==> run_1/power_grid.png <==
Scale bar: 20 um. Pins as bars on the die edge. Tap cells in grey.
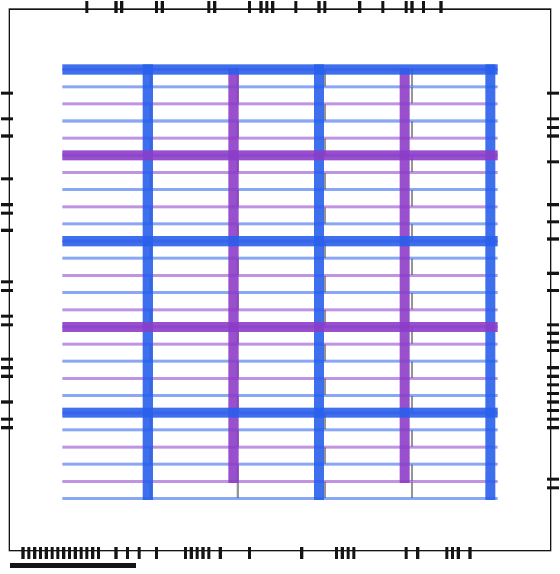
==> run_1/placement_by_type.png <==
Scale bar: 20 um.
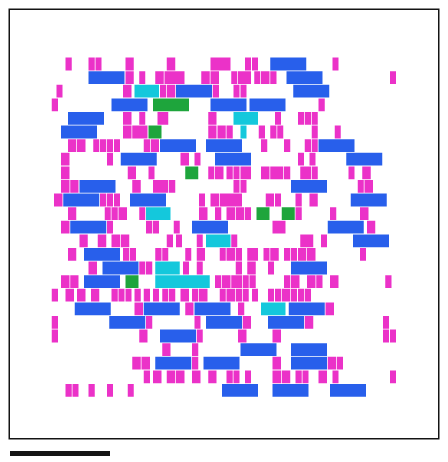
==> run_1/clk_routes.png <==
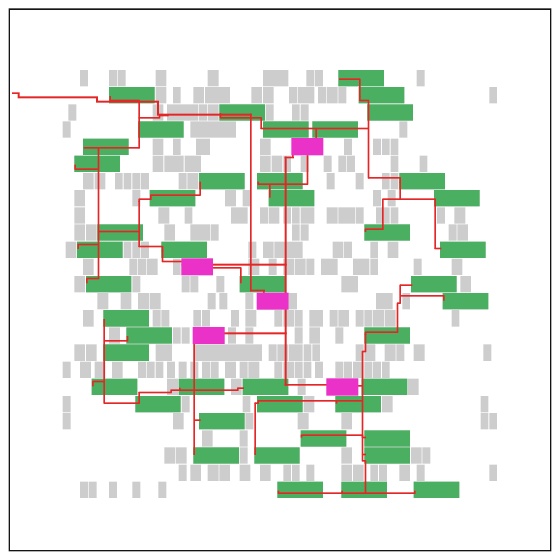
==> run_1/wires.png <==
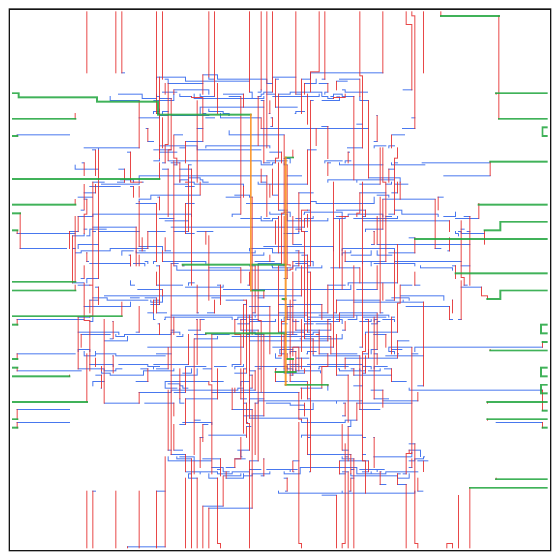
$ cat src/rtl/branch_unit.sv
// Two-stage branch resolve pipeline: S1 captures operands, S2 reports completion/redirect.
// Optional link write-back of pc+1 for jumps is enabled by defining BRANCH_LINK_EN.
`ifndef PC_SIZE
`define PC_SIZE 8
`endif
`ifndef NUM_D_REG
`define NUM_D_REG 16
`endif
`ifndef NUM_S_REG
`define NUM_S_REG 8
`endif

module branch_unit #(
    parameter int ROB_ADDR_W = 3,
    parameter int D_WIDTH    = 16
) (
    input  logic                           clk,
    input  logic                           rst,
    input  logic                           in_valid,
    output logic                           in_ready,
    input  logic [ROB_ADDR_W-1:0]          in_rob_addr,
    input  logic                           in_jump,
    input  logic                           in_predict_taken,
    input  logic [`PC_SIZE-1:0]            in_pc,
    input  logic [`PC_SIZE-1:0]            in_predict_target,
    input  logic [$clog2(`NUM_D_REG)-1:0]  in_rt_addr,
    input  logic [$clog2(`NUM_D_REG)-1:0]  in_rw_addr,
    input  logic [$clog2(`NUM_S_REG)-1:0]  in_rs_addr,
    output logic [$clog2(`NUM_D_REG)-1:0]  rt_rd_addr,
    input  logic [D_WIDTH-1:0]             rt_rd_data,
    output logic [$clog2(`NUM_S_REG)-1:0]  rs_rd_addr,
    input  logic                           rs_rd_data,
    input  logic                           flush,
    output logic                           cmp_valid,
    output logic [ROB_ADDR_W-1:0]          cmp_rob_addr,
    output logic                           cmp_mispredict,
    output logic                           cmp_wb_en,
    output logic [$clog2(`NUM_D_REG)-1:0]  cmp_wb_addr,
    output logic [D_WIDTH-1:0]             cmp_wb_data,
    output logic                           redirect_valid,
    output logic [`PC_SIZE-1:0]            redirect_pc,
    input  logic                           redirect_ack
);
    localparam int PCW = `PC_SIZE;
    localparam int DAW = $clog2(`NUM_D_REG);

    localparam logic [0:0] IDLE     = 1'b0;
    localparam logic [0:0] REDIRECT = 1'b1;

    logic [0:0]            state;
    logic                  s1_valid;
    logic [ROB_ADDR_W-1:0] s1_rob;
    logic                  s1_jump;
    logic                  s1_pt;
    logic [PCW-1:0]        s1_pc;
    logic [PCW-1:0]        s1_ptgt;
    logic [PCW-1:0]        s1_rt;
    logic                  s1_rs;

    logic                  accept;
    logic                  advance;
    logic                  taken;
    logic [PCW-1:0]        pc_inc;
    logic [PCW-1:0]        target;
    logic                  mispredict;

    assign rt_rd_addr = in_rt_addr;
    assign rs_rd_addr = in_rs_addr;

    assign in_ready = ~flush & ((state == IDLE) | ~s1_valid);
    assign accept   = in_valid & in_ready;
    assign advance  = s1_valid & (state == IDLE);

    assign taken      = s1_jump | s1_rs;
    assign pc_inc     = s1_pc + 1'b1;
    assign target     = taken ? s1_rt : pc_inc;
    assign mispredict = (taken != s1_pt) | (taken & (s1_rt != s1_ptgt));

    assign redirect_valid = (state == REDIRECT);

    // A new branch may replace an advancing one in the same cycle.
    always_ff @(posedge clk) begin
        if (rst) begin
            s1_valid <= 1'b0;
        end else if (flush) begin
            s1_valid <= 1'b0;
        end else if (accept) begin
            s1_valid <= 1'b1;
        end else if (advance) begin
            s1_valid <= 1'b0;
        end
    end

    always_ff @(posedge clk) begin
        if (rst) begin
            s1_rob  <= '0;
            s1_jump <= 1'b0;
            s1_pt   <= 1'b0;
            s1_pc   <= '0;
            s1_ptgt <= '0;
            s1_rt   <= '0;
            s1_rs   <= 1'b0;
        end else if (accept) begin
            s1_rob  <= in_rob_addr;
            s1_jump <= in_jump;
            s1_pt   <= in_predict_taken;
            s1_pc   <= in_pc;
            s1_ptgt <= in_predict_target;
            s1_rt   <= rt_rd_data[PCW-1:0];
            s1_rs   <= rs_rd_data;
        end
    end

    // S2 outputs are zero whenever no completion is being reported.
    always_ff @(posedge clk) begin
        if (rst || flush || !advance) begin
            cmp_valid      <= 1'b0;
            cmp_rob_addr   <= '0;
            cmp_mispredict <= 1'b0;
        end else begin
            cmp_valid      <= 1'b1;
            cmp_rob_addr   <= s1_rob;
            cmp_mispredict <= mispredict;
        end
    end

    always_ff @(posedge clk) begin
        if (rst) begin
            state       <= IDLE;
            redirect_pc <= '0;
        end else if (flush) begin
            state <= IDLE;
        end else begin
            case (state)
                IDLE: begin
                    if (advance && mispredict) begin
                        state       <= REDIRECT;
                        redirect_pc <= target;
                    end
                end
                REDIRECT: begin
                    if (redirect_ack) state <= IDLE;
                end
                default: state <= IDLE;
            endcase
        end
    end

`ifdef BRANCH_LINK_EN
    logic [DAW-1:0] s1_rw;

    always_ff @(posedge clk) begin
        if (rst) s1_rw <= '0;
        else if (accept) s1_rw <= in_rw_addr;
    end

    always_ff @(posedge clk) begin
        if (rst || flush || !advance) begin
            cmp_wb_en   <= 1'b0;
            cmp_wb_addr <= '0;
            cmp_wb_data <= '0;
        end else begin
            cmp_wb_en   <= s1_jump;
            cmp_wb_addr <= s1_rw;
            cmp_wb_data <= {{(D_WIDTH-PCW){1'b0}}, pc_inc};
        end
    end

    logic unused_rt_hi;
    assign unused_rt_hi = ^rt_rd_data;
`else
    assign cmp_wb_en   = 1'b0;
    assign cmp_wb_addr = {DAW{1'b0}};
    assign cmp_wb_data = {D_WIDTH{1'b0}};

    logic unused_inputs;
    assign unused_inputs = ^{in_rw_addr, rt_rd_data};
`endif

endmodule

$ cat config.mk
export PLATFORM = sky130hd
export DESIGN_NAME = branch_unit
export DESIGN_NICKNAME = d
export VERILOG_FILES = /design/src/rtl/branch_unit.sv
export SDC_FILE = /design/constraint.sdc
export NUM_CORES = 1
export LEC_CHECK = 0
export ABC_AREA = 1
export CAP_MARGIN = 15
export CELL_PAD_IN_SITES_DETAIL_PLACEMENT = 0
export CELL_PAD_IN_SITES_GLOBAL_PLACEMENT = 1
export CORE_MARGIN = 8
export CORE_UTILIZATION = 45
export CTS_CLUSTER_SIZE = 8
export DETAILED_ROUTE_END_ITERATION = 8
export DONT_BUFFER_PORTS = 1
export PLACE_DENSITY = 0.81
export SETUP_SLACK_MARGIN = 0.05
export SKIP_CTS_REPAIR_TIMING = 1
export SYNTH_ARGS = -nofsm -noshare
export SYNTH_HDL_FRONTEND = slang
export SYNTH_SLANG_ARGS = --single-unit
$ cat constraint.sdc
create_clock -name clk -period 2 [get_ports clk]
set_clock_uncertainty 0.05 [all_clocks]
set_input_delay 0.4 -clock clk [delete_from_list [all_inputs] [get_ports clk]]
set_output_delay 0.4 -clock clk [all_outputs]
set_load 0.01 [all_outputs]
==> ci_impl_report.md, run 1 <==
### Flow metrics

| Metric | Value |
|---|---|
| Count of library flops with an enable pin | 0 |
| Stages on the worst setup path | 8 |
| Top Layer Used | met4 |
| Asr flop ratio synth | 0% |
| RSZ-0062 raised after global routing | no |
| Final Hold Violating Endpoints | 0 |
| Synthesized registers | approximately 45 |
| Family with the most delay on the worst path | simple AND/OR/NAND/NOR gates |
| Synth top area share | between 40% and 50% |
| DRT iter0 DRCs | 90 |
| MI comb area | 937 um^2 |
| CTS root buf | clkbuf_8 |
| Largest cells by area | dfxtp_1 (41%), nand2_1 (10%), buf_4 (9.6%) |
| Fmax achieved | 648 MHz |
| Chip area | approximately 7300 um^2 |
| Most used DFF post-synth | dfxtp_1 |
| Starting density of the core | 46.5% |
| GPL Wtd Cong | 0.789 |
| Worst Path Arrival | 1.69 ns |
| CTS sink cnt | 45 |
| IO buf count | 0 |
| Synth top cells by count | nand2_1 (60), dfxtp_1 (45), a21oi_1 (39), inv_1 (34), buf_4 (28) |
| Yosys cell count | between 300 and 400 |
| Reg2reg path depth | 8 |
| Max Cap Viol | 0 |
| Setup Crit Path Kind | reg -> reg |
| CTS H-Tree Depth | 2 |
| YS warnings | 0 |
| Cell area after synthesis | 2180 um^2 |
| Outcome | complete, no violations |
| Met2 routed WL | 2160 um |
| Nature of the critical path endpoint | flip-flop |
| Antenna Cells | 0 |
| Critical path required time | 2.14 ns |
| Reg2Reg Setup Slack | 0.46 ns |
| Adder Area Share | 0.574% |
| Hold Path Class | in -> reg |
| CTS buffer count | 5 |
| GRT overflow | 0 |
| WL met3 | 355 um |
| Synth Area per Inst | 7.08 um^2 |
| Yosys top cell by area | dfxtp_1 |
| Leak | 0.987 nW |
| CP Max Fanout | 11 |
| Critical Path Sink | redirect_pc[5] |
| CP max stage cell | dfxtp_1 |
| Post-DP HPWL | between 3000 and 4000 um |
| Sequential standard cell area | around 900 um^2 |
| Min-Delay Endpoint | s1_ptgt[6] |
| Critical Path Source | s1_rs |
| Final Max Tran Viols | 0 |
| Area fraction in mux cells | 0% |
| Tool warnings | 38 |
| Share of layout cells above drive strength 1 | 6.64% |
| Top non-seq family | simple AND/OR/NAND/NOR gates |
| Vias in the first global route | between 1500 and 2000 |
| Maximum clock path buffer count | 2 |
| Cell mode on critical path | nor2_1 |
| Via density | 4.81 |
| DRC errors left | 0 |
| CTS tree | done |
| Routed length on met1 | 2050 um |
| Global-route wire length before repair | 7540 um |
| Tmin final | roughly 1.5 ns |
| Largest net degree at the start of global routing | 29 |
| Reg clk slew, reported paths | 0.08 ns |
| Pre-antenna DRT Iters | 4 |
| Remaining antenna violation count | 0 |
| WHS Path Cells | 1 |
| Crit-path cells | nor2_4 > clkinv_2 > nand3_1 > nor2_1 > nand2_1 > nand2_2 > nor2_1 > nor2_1 |
| Area fraction in xor and xnor cells | 0.804% |
| Setup TNS | 0 ns |
| Power density cells | 836 nW/um^2 |
| Area grow syn2layout | 1.84% |
| Reg2reg end | redirect_pc[5] |
| Top cell excl fill/tap | nand2_1 |
| Worst reg2reg startpoint | s1_rs |
| Hold path startpoint | rst |
| Filler cells | 505 |
| Largest stage delay, worst path | 0.34 ns |
| Basic Gates by Area | 22.6% |
| Final worst-path cycle share | 77.2% |
| Critical path startpoint category | flip-flop |
| CP bufs+invs | 1 |
| Io pins | 97 |
| Most common logic cells in the final layout | nand2_1 (60), dfxtp_1 (45), a21oi_1 (39), inv_1 (34), o21ai_0 (27) |
| Mapped Cells | 308 |
| Register share after synthesis | 41.3% |
| Initial antenna violation count | 0 |
| Aoi share | roughly 15% |
| Synthesis area per yosys | 2180 um^2 |
| # setup viols final | 0 |
| Synth top cell by count | nand2_1 |
| Final net count | 355 |
| Library cells used by synthesis | 22 |
| Fin util | between 40% and 50% |
| Tot Pwr | 1.86 mW |
## Picture notes: power_grid.png
| colour | net |
|---|---|
| purple | VDD |
| blue | VSS |
tap cells: 54
met1 rails: 26
rows: 25
met5 straps: 5
met4 straps: 5
core area: 4690 um^2
Die Wd: 85.6 um
Worst VDD drop: 0.396 mV
Die Height: 85.6 um

## Picture notes: placement_by_type.png
| colour | class | cells | share of their area |
|---|---|---|---|
| cyan | clock drivers and dummy loads | 8 | 5.4% |
| magenta | combinational and other logic | 242 | 50% |
| blue | flops | 45 | 42% |
| green | other buffers and delay cells | 6 | 2.7% |
post-route design area: 2220 um^2
FP Rows: 25

## Picture notes: clk_routes.png
[red] clock wires | length: 533 um
[green] flip-flops | count: 45
[magenta] clock drivers | count: 5
routed clock nets: 6
Clk power: 0.701 mW
clk latency late pin: 0.29 ns
clock share of power: 37.8%

## Picture notes: wires.png
| colour | layer | wire length |
|---|---|---|
| green | metal 3 | 356 um |
| blue | metal 1 | 2050 um |
| red | metal 2 | 2160 um |
| orange | metal 4 | 63.9 um |
total wire length: 4630 um
global router's overall resource usage: 12.8%
Vias: 1707
wire per inst: 13.0 um

[run 1: worst register-to-register path, stage by stage (launching register included)]
cell and delay, ns:
dfxtp_1 0.34, nor2_4 0.13, clkinv_2 0.11, nand3_1 0.11, nor2_1 0.05, nand2_1 0.29, nand2_2 0.18, nor2_1 0.13
nor2_1 0.05
[run 1: cell type report]
cell class	instances	share of cell area (%)
Sequential cell	45	40.6
Tap cell	54	3.04
Multi-Input combinational cell	205	42.2
Inverter	37	6.31
Clock inverter	1	1.35
Clock buffer	7	3.89
Timing Repair Buffer	6	2.59
[run 1: logic make-up after synthesis]
family,after synthesis
adder cells (fa/ha/maj),1
flip-flops,45
XOR/XNOR,2
buffers and inverters,78
AND/OR/NAND/NOR,114
AND-OR/OR-AND,67
other,1
[run 1: through the flow]
stage               setup WS [ns]  area, um^2  hold slack (ns)  cells
floorplan                   0.722        2250            0.366    328
global placement            0.458        2100            0.377    347
detailed placement          0.451        2100            0.377    347
CTS                         0.435        2220            0.104    355
global route                0.282        2220           0.0881    355
finish                      0.457        2220            0.113    355
[run 1: per-layer routing]
metal | global-route usage [%] | vias up
met5 | 0 | -
met4 | 5.57 | 0
met3 | 5.25 | 7
met2 | 20.9 | 44
met1 | 14.4 | 749
li1 | - | 907
[run 1: state kept, by name, indices dropped and copies added, names as in the netlist]
name            cells
s1_pc               8
cmp_valid           1
s1_ptgt             8
s1_valid            1
redirect_pc         8
redirect_valid      1
s1_rt               8
s1_rob              3
s1_rs               1
cmp_mispredict      1
s1_jump             1
s1_pt               1
cmp_rob_addr        3
[run 1: power by group]
group / leakage [nW] / switching, mW / internal, mW
Combinational: 0.560 / 0.121 / 0.0654
Clock: 0.0585 / 0.294 / 0.407
Sequential: 0.368 / 0.0298 / 0.938
Total: 0.987 / 0.444 / 1.41
==> run_1/congestion.png <==
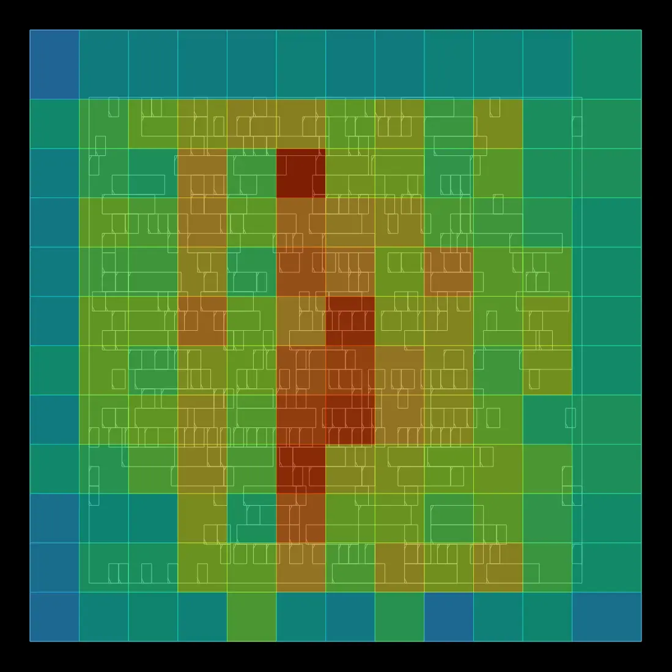

--- run 2 (diff from run 1) ---
--- a/config.mk
+++ b/config.mk
@@ -10,11 +10,11 @@
 export CELL_PAD_IN_SITES_DETAIL_PLACEMENT = 0
 export CELL_PAD_IN_SITES_GLOBAL_PLACEMENT = 1
 export CORE_MARGIN = 8
-export CORE_UTILIZATION = 45
+export CORE_UTILIZATION = 42
 export CTS_CLUSTER_SIZE = 8
 export DETAILED_ROUTE_END_ITERATION = 8
 export DONT_BUFFER_PORTS = 1
-export PLACE_DENSITY = 0.81
+export PLACE_DENSITY = 0.76
 export SETUP_SLACK_MARGIN = 0.05
 export SKIP_CTS_REPAIR_TIMING = 1
 export SYNTH_ARGS = -nofsm -noshare
==> constraint.sdc (replaced) <==
create_clock -name clk -period 1.59 [get_ports clk]
set_clock_uncertainty 0.05 [all_clocks]
set_input_delay 0.318 -clock clk [delete_from_list [all_inputs] [get_ports clk]]
set_output_delay 0.318 -clock clk [all_outputs]
set_load 0.01 [all_outputs]
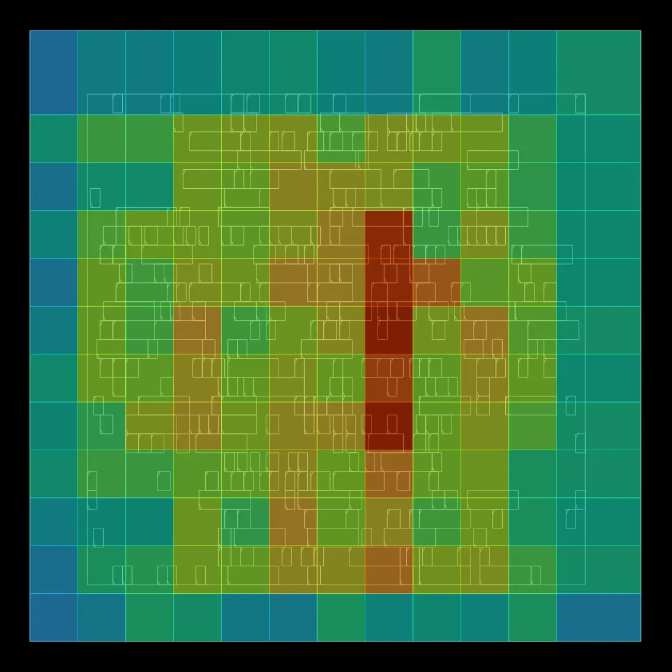
(run_2/congestion.png)
GRT busiest layer: met2
GR Layer Usage met2: 20.0%
met3 global-route usage: 5.53%
GR met1 Demand/Resource: 14.3%

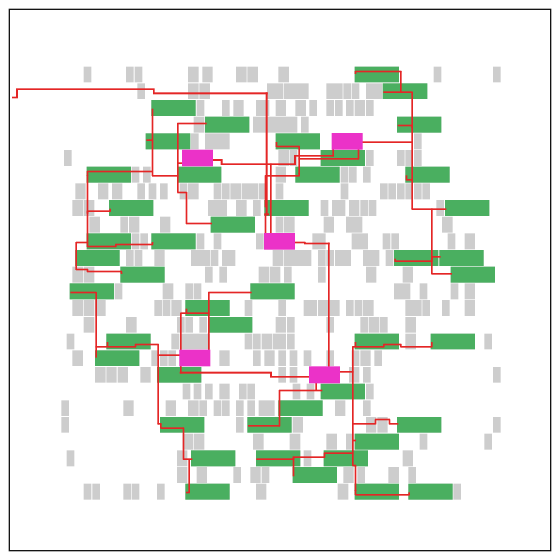
(run_2/clk_routes.png)
[magenta] clock drivers | count: 5
[green] flip-flops | count: 45
[red] clock wires | length: 568 um
routed clock nets: 6
clk latency late pin: 0.30 ns
Clk power: 0.707 mW
clock share of power: 32.7%

==> ci_impl_report.md, run 2 <==
### Flow metrics

| Metric | Value |
|---|---|
| Outcome | complete, no violations |
| Met2 routed WL | 2210 um |
| Final worst-path cycle share | 86.8% |
| Maximum clock path buffer count | 2 |
| Tot Pwr | approximately 2.2 mW |
| Synth top cell by count | nand2_1 |
| Library cells used by synthesis | 22 |
| Setup Crit Path Kind | reg -> out |
| Vias | 1712 |
| Post-Layout Cell Count | roughly 370 |
| Largest stage delay, worst path | around 0.36 ns |
| Io pins | 97 |
| Most used DFF post-synth | dfxtp_1 |
| Hold Path Class | in -> reg |
| WL met3 | between 300 and 400 um |
| Critical path startpoint category | flip-flop |
| Initial antenna violation count | 0 |
| Area grow syn2layout | 2.18% |
| Power density cells | 971 nW/um^2 |
| Final Hold Violating Endpoints | 0 |
| Most common logic cells in the final layout | nand2_1 (59), dfxtp_1 (45), a21oi_1 (39), inv_1 (34), o21ai_0 (27) |
| Setup TNS | 0 ns |
| Reg2reg path depth | 7 |
| Die Wd | a little under 90 um |
| MI comb area | about 940 um^2 |
| Top cell excl fill/tap | nand2_1 |
| Wire per inst | 12.7 um |
| RSZ-0062 raised after global routing | no |
| Post-route design area | 2230 um^2 |
| Synth top area share | 41.3% |
| Tool warnings | 38 |
| CP Max Fanout | 8 |
| Synth Area per Inst | 7.08 um^2 |
| Reg clk slew, reported paths | 0.08 ns |
| Crit-path cells | nand2_1 > inv_1 > nor2_4 > buf_4 |
| Yosys top cell by area | dfxtp_1 |
| Final hold slack | 0.0316 ns |
| Yosys cell count | about 310 |
| Fin util | between 40 and 50% |
| Pre-antenna DRT Iters | 4 |
| Register share after synthesis | 41.3% |
| Worst VDD drop | 0.497 mV |
| FP Rows | 26 |
| CTS buffer count | 5 |
| Filler cells | 570 |
| Final Max Tran Viols | 0 |
| Fmax achieved | 725 MHz |
| Synth top cells by count | nand2_1 (60), dfxtp_1 (45), a21oi_1 (39), inv_1 (34), buf_4 (28) |
| CTS tree | done |
| Nature of the critical path endpoint | output pin |
| Placed cell count | 365 |
| CP max stage cell | dfxtp_1 |
| # setup viols final | 0 |
| GPL Wtd Cong | 0.799 |
| Global-route wire length before repair | 7450 um |
| Total wire length | 4730 um |
| Dpl ws | 0.207 ns |
| Worst Setup Slack, final | 0.210 ns |
| Sequential standard cell area | 901 um^2 |
| Final net count | 357 |
| IO buf count | 0 |
| Leak | 0.983 nW |
| Critical path required time | 1.22 ns |
| Reg2Reg Setup Slack | approximately 0.22 ns |
| DRT iter0 DRCs | 95 |
| Die Height | 88.0 um |
| Largest cells by area | dfxtp_1 (41%), nand2_1 (10%), buf_4 (9.6%) |
| Synthesized registers | 45 |
| Dpl cell area | 2140 um^2 |
| DRC errors left | 0 |
| Chip area | 7750 um^2 |
| Vias in the first global route | 1590 |
| Cell area after synthesis | 2180 um^2 |
| Routed length on met1 | approximately 2100 um |
| Core area | 5070 um^2 |
| Max Cap Viol | 0 |
| Synthesis area per yosys | 2180 um^2 |
| CTS H-Tree Depth | 2 |
| Via density | around 4.6 |
| Post-DP HPWL | 3690 um |
| Mapped Cells | 308 |
| CTS sink cnt | 45 |
| Remaining antenna violation count | 0 |
| Count of library flops with an enable pin | 0 |
| Top Layer Used | met4 |
| Largest net degree at the start of global routing | about 54 |
| CTS root buf | clkbuf_8 |
| Global router's overall resource usage | 12.4% |
| Asr flop ratio synth | 0% |
| Starting density of the core | 42.9% |
| Share of layout cells above drive strength 1 | 7.28% |
| GRT overflow | 0 |
| YS warnings | 0 |
| WHS Path Cells | 1 |
| Antenna Cells | 0 |
| Worst Path Arrival | between 1 and 1.5 ns |
| Tmin final | between 1 and 1.5 ns |
[run 2: cell counts after synthesis]
Identical to the previous run, type by type.
[run 2: critical path: cells and delay by family, from the launching register on]
family	cells	cell delay, ns
buf+inv	2	0.26
flops	1	0.36
simple gates	2	0.10
[run 2: kinds of logic (layout without fill, tap and decap cells)]
kind of cell	count (synthesis)	after routing	share of synthesized area, %
AND-OR/OR-AND	67	67	15.4
adder cells (fa/ha/maj)	1	1	0.574
buffers and inverters	78	52	19.1
flip-flops	45	45	41.3
XOR/XNOR	2	2	0.804
other	1	21	0.172
AND/OR/NAND/NOR	114	114	22.6
[run 2: path summary, 6_finish.rpt]
path	endpoint	start
max	in_ready	redirect_valid
min	s1_pc[2]	rst
max reg2reg	redirect_pc[1]	s1_rs
min reg2reg	cmp_rob_addr[2]	s1_rob[2]
[run 2: area by class of cell]
type,count,area share [%]
Clock buffer,7,3.88
Inverter,37,6.29
Multi-Input combinational cell,205,42.2
Sequential cell,45,40.4
Tap cell,70,3.93
Timing Repair Buffer,8,3.26
[run 2: report_power, final]
group / internal (mW) / switching (mW) / leakage (nW) / total (mW)
clock: 0.345 / 0.362 / 0.0443 / 0.707
sequential: 1.18 / 0.0373 / 0.368 / 1.22
combinational: 0.0830 / 0.155 / 0.571 / 0.238
[run 2: metal layers]
metal / track usage [%] / up-vias
li1: - / 913
met1: 14.3 / 745
met2: 20.0 / 50
met4: 3.69 / 0
met3: 5.53 / 4
met5: 0 / -
Power and IR drop assume default switching activity.
